File: src/rtl/led_arbiter.sv
// led_arbiter: two-requester LED owner arbiter with a free-running heartbeat.
// The CPU and a hardware status source compete for the eight green LEDs.
// Grants are fair on ties through a last-grant pointer. An owner is preempted
// after MAX_HOLD cycles only when the other side is waiting. Every handover
// passes through a one-cycle GAP. When nobody owns the LEDs, LEDG[0] shows
// the heartbeat.
module led_arbiter #(
  parameter int unsigned TICK_DIV = 25_000_000,
  parameter int unsigned MAX_HOLD = 1024
) (
  input  logic       CLOCK_50,
  input  logic       RESET,
  input  logic       cpu_req,
  input  logic [7:0] cpu_data,
  input  logic       hw_req,
  input  logic [7:0] hw_data,
  output logic       cpu_gnt,
  output logic       hw_gnt,
  output logic [7:0] LEDG
);

  localparam int DATA_W = 8;
  localparam int HB_W   = 32;
  localparam int HOLD_W = 16;

  localparam logic [HB_W-1:0]   HB_LAST   = HB_W'(TICK_DIV - 1);
  localparam logic [HOLD_W-1:0] HOLD_LAST = HOLD_W'(MAX_HOLD - 1);

  typedef enum logic [1:0] {
    IDLE    = 2'd0,
    GNT_CPU = 2'd1,
    GNT_HW  = 2'd2,
    GAP     = 2'd3
  } state_t;

  state_t              state;
  state_t              state_nxt;
  logic [HB_W-1:0]     hb_cnt;
  logic                hb;
  logic                hb_wrap;
  logic [HOLD_W-1:0]   hold_cnt;
  logic                hold_full;
  logic                last_hw;
  logic                gnt_entry;
  logic                in_gnt;
  logic [DATA_W-1:0]   led_nxt;

  // Shared decision used in both IDLE and GAP. On a tie, the requester that
  // did not own the LEDs last time wins.
  function automatic state_t arbitrate(input logic c_req, input logic h_req,
                                       input logic last_was_hw);
    state_t res;
    if (c_req && h_req) begin
      res = last_was_hw ? GNT_CPU : GNT_HW;
    end else if (c_req) begin
      res = GNT_CPU;
    end else if (h_req) begin
      res = GNT_HW;
    end else begin
      res = IDLE;
    end
    return res;
  endfunction

  assign hb_wrap   = (hb_cnt == HB_LAST);
  assign hold_full = (hold_cnt == HOLD_LAST);
  assign in_gnt    = (state == GNT_CPU) || (state == GNT_HW);
  // A grant state is only ever entered from IDLE or GAP, so a change of state
  // into GNT_x is always a fresh entry.
  assign gnt_entry = ((state_nxt == GNT_CPU) || (state_nxt == GNT_HW)) &&
                     (state_nxt != state);

  // Heartbeat divider: runs in every state; hb flips on each wrap.
  always_ff @(posedge CLOCK_50) begin
    if (!RESET) begin
      hb_cnt <= '0;
      hb     <= 1'b0;
    end else if (hb_wrap) begin
      hb_cnt <= '0;
      hb     <= ~hb;
    end else begin
      hb_cnt <= hb_cnt + HB_W'(1);
    end
  end

  // Next-state logic. When the owner drops its request and preemption fall
  // due on the same cycle, both lead to GAP, so the order of tests does not
  // change the result.
  always_comb begin
    state_nxt = state;
    case (state)
      IDLE, GAP: begin
        state_nxt = arbitrate(cpu_req, hw_req, last_hw);
      end
      GNT_CPU: begin
        if (!cpu_req) begin
          state_nxt = GAP;
        end else if (hw_req && hold_full) begin
          state_nxt = GAP;
        end
      end
      GNT_HW: begin
        if (!hw_req) begin
          state_nxt = GAP;
        end else if (cpu_req && hold_full) begin
          state_nxt = GAP;
        end
      end
      default: begin
        state_nxt = IDLE;
      end
    endcase
  end

  // LED source for the coming cycle. The owner's data is sampled on the
  // grant edge itself. GAP freezes the last pattern. IDLE shows hb as it
  // stood before the edge, so LEDG lags hb by one clock.
  always_comb begin
    led_nxt = LEDG;
    case (state_nxt)
      GNT_CPU: led_nxt = cpu_data;
      GNT_HW:  led_nxt = hw_data;
      GAP:     led_nxt = LEDG;
      default: led_nxt = {{(DATA_W-1){1'b0}}, hb};
    endcase
  end

  // State register, registered grants and last-grant pointer.
  always_ff @(posedge CLOCK_50) begin
    if (!RESET) begin
      state   <= IDLE;
      cpu_gnt <= 1'b0;
      hw_gnt  <= 1'b0;
      last_hw <= 1'b1;
    end else begin
      state   <= state_nxt;
      cpu_gnt <= (state_nxt == GNT_CPU);
      hw_gnt  <= (state_nxt == GNT_HW);
      if (gnt_entry) begin
        last_hw <= (state_nxt == GNT_HW);
      end
    end
  end

  // Hold counter: cleared on grant entry, counts grant cycles, and sticks at
  // MAX_HOLD-1 so an uncontested owner can keep the LEDs indefinitely.
  always_ff @(posedge CLOCK_50) begin
    if (!RESET) begin
      hold_cnt <= '0;
    end else if (gnt_entry) begin
      hold_cnt <= '0;
    end else if (in_gnt && !hold_full) begin
      hold_cnt <= hold_cnt + HOLD_W'(1);
    end
  end

  // LED output register.
  always_ff @(posedge CLOCK_50) begin
    if (!RESET) begin
      LEDG <= '0;
    end else begin
      LEDG <= led_nxt;
    end
  end

endmodule

File: config.mk
export PLATFORM = sky130hd
export DESIGN_NAME = led_arbiter
export DESIGN_NICKNAME = d
export VERILOG_FILES = /design/src/rtl/led_arbiter.sv
export SDC_FILE = /design/constraint.sdc
export NUM_CORES = 1
export LEC_CHECK = 0
export CAP_MARGIN = 20
export CORE_UTILIZATION = 56
export DETAILED_ROUTE_END_ITERATION = 12
export PLACE_DENSITY = 0.76
export REMOVE_ABC_BUFFERS = 1
export SYNTH_ARGS = -nofsm -noshare
export SYNTH_HDL_FRONTEND = slang
export SYNTH_SLANG_ARGS = --single-unit
File: constraint.sdc
create_clock -name CLOCK_50 -period 3.3 [get_ports CLOCK_50]
set_clock_uncertainty 0.05 [all_clocks]
set_input_delay 0.495 -clock CLOCK_50 [delete_from_list [all_inputs] [get_ports CLOCK_50]]
set_output_delay 0.495 -clock CLOCK_50 [all_outputs]
set_load 0.02 [all_outputs]
==> results.txt <==
Share of layout cells above drive strength 1: 0.0728
Slew Limit Fails: 0
Syn-to-layout area delta: 17.7%
Relative slew slack: 0.616
Register-to-Register Setup Slack: 0.46 ns
Yosys Instances: 336
Worst-Margin Slew: 0.572 ns
I/O pins: 30
Initial DRC count: 115
Vias in the first global route: 2166
Total Die Area: 5600 um^2
Routed len/inst: 12.5 um
Root Buffer: clkbuf_8
Worst Hold Class: flip-flop to flip-flop
Number of routed nets with antenna violations: 0
Hold Slack: 0.434 ns
First-pass GRT wire length: 9060 um
Post-synthesis sequential area ratio: 0.418
Chip Height: 74.8 um
GR Util All Layers: 0.212
Final WL: 5530 um
Async set-reset flop share out of synthesis: 0
CTS max path bufs: 2
Pwr/cell area: 773 nW/um^2
Core region area: 5110 um^2
Min cycle time layout: 2.84 ns
WP data arrival: 3.04 ns
Clk sinks: 62
Worst-Skew Late Latency: 0.33 ns
Final Hold Violation Tally: 0
P_leak: 1.34 nW
Worst setup path endpoint: hold_cnt[2]
Vias per cell: 5.37
DRT Pass-1 Iters: 4
Ys flops: 62
Die Width: 74.8 um
Diodes inserted: 0
Worst setup SP type: flip-flop
Post-CTS Setup Repair Bufs: 0
Synthesized area per cell: 8.84 um^2
Outcome: completed
Total clock buffers created by CTS: 9
-- cell type report --
type	count	area, um^2	area share
Clock buffer	11	141	0.0404
Clock inverter	4	47.5	0.0136
Inverter	6	22.5	0.00644
Multi-Input combinational cell	257	1650	0.472
Sequential cell	62	1240	0.355
Tap cell	70	87.6	0.0250
Timing Repair Buffer	31	305	0.0873
-- cell usage after synthesis, drive strengths merged (2+ instances only) --
cell type	count	area, um^2
a21oi	5	25.0
a22oi	8	60.1
nand4	15	100
xor2	37	324
buf	6	36.3
and3	15	93.8
and4	8	70.1
clkbuf	5	18.8
nand2	25	93.8
nor3	4	20.0
o21ai	12	63.8
nor4	5	52.6
dfxtp	62	1240
inv	6	22.5
nor2	54	203
xnor2	9	78.8
ha	8	100
nand3	21	110
nand2b	3	18.8
a31oi	2	12.5
and2	14	87.6
-- through the flow --
step | power, mW | area (um^2)
2_1_floorplan | 1.73 | 2920
3_3_place_gp | 2.06 | 3310
3_5_place_dp | 2.09 | 3310
4_1_cts | 2.73 | 3500
5_1_grt | 2.90 | 3500
6_report | 2.70 | 3500
-- registers in the layout (all words and copies together), names as in the netlist --
register	flops
LEDG	8
cpu_gnt	1
hb	1
hb_cnt	32
hold_cnt	16
hw_gnt	1
last_hw	1
state	2
-- placed cells by master, fill, tap and decap left out, types with 2 or more instances in the layout --
cell,Yosys,layout
nor3_1,4,4
nor2_1,54,54
a31oi_1,2,2
nor4_1,3,3
a21oi_1,5,5
dfxtp_1,62,62
a22oi_1,8,8
and2_1,14,14
nand3_1,20,20
xnor2_1,9,9
nand2_1,25,25
nand4_1,14,14
ha_1,8,8
inv_1,6,6
clkdlybuf4s50_1,0,29
and4_1,8,8
buf_4,0,2
nand2b_1,3,3
and3_1,15,15
clkinv_2,0,2
o21ai_0,10,10
xor2_1,37,37
clkbuf_8,0,10
-- kinds of logic after synthesis --
kind of cell	synth area share
DFF	0.418
and+or+nand+nor	0.296
buffers and inverters	0.0261
muxes	0.00337
AOI/OAI and AO/OA	0.0880
xor gates and xnor gates	0.136
adders and majority gates	0.0337
-- metal layers --
metal	routed length [um]	track usage	share of wire	vias to the layer above
met5	0	0	0	-
met4	99	0.109	0.018	0
met3	196	0.0469	0.035	8
met2	2620	0.359	0.47	38
met1	2610	0.253	0.47	1100
li1	-	-	-	1220
-- worst max-delay path, cell delays in order (launching register included) --
cell	delay, ns
dfxtp_1	0.36
ha_1	0.17
and3_1	0.30
nand4_2	0.17
o21ai_2	0.19
o21ai_0	0.10
a21oi_1	0.34
ha_1	0.37
nand4_1	0.17
nand3_2	0.31
nor2_1	0.23
-- where the power goes --
| part | switching, mW | leakage [nW] | internal [mW] | total, mW |
|---|---|---|---|---|
| clock | 0.278 | 0.0952 | 0.363 | 0.640 |
| sequential | 0.0568 | 0.502 | 0.832 | 0.889 |
| combinational | 0.688 | 0.745 | 0.486 | 1.17 |
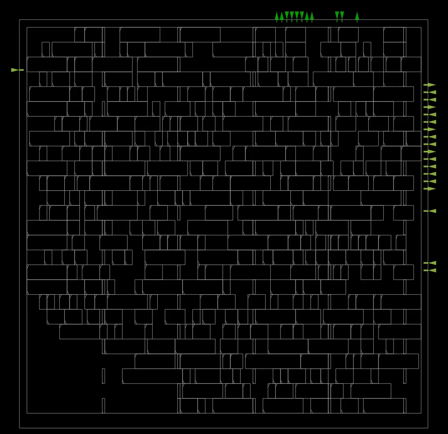
(images/placement.png)
Seq Cell Count: 62
row count: 26
Layout Cells excl Fill: 441

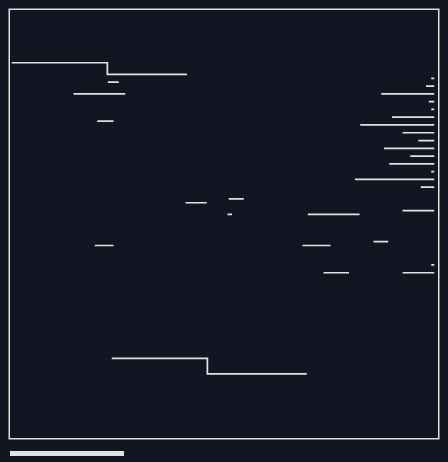
(images/layer_met3.png)
Scale bar: 20 um.
share of all routed wire: 3.6%
wire length on this layer: 196 um

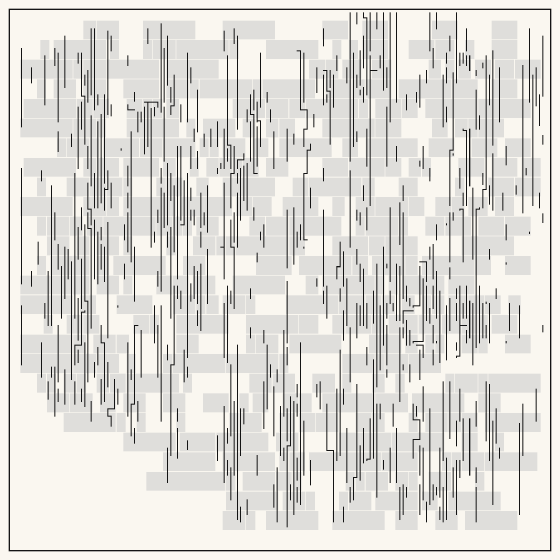
(images/layer_met2.png)
Cells faint in the background.
nets with wire on the layer: 316
wire length on this layer: 2620 um

Power is estimated from default activity; no workload was simulated.
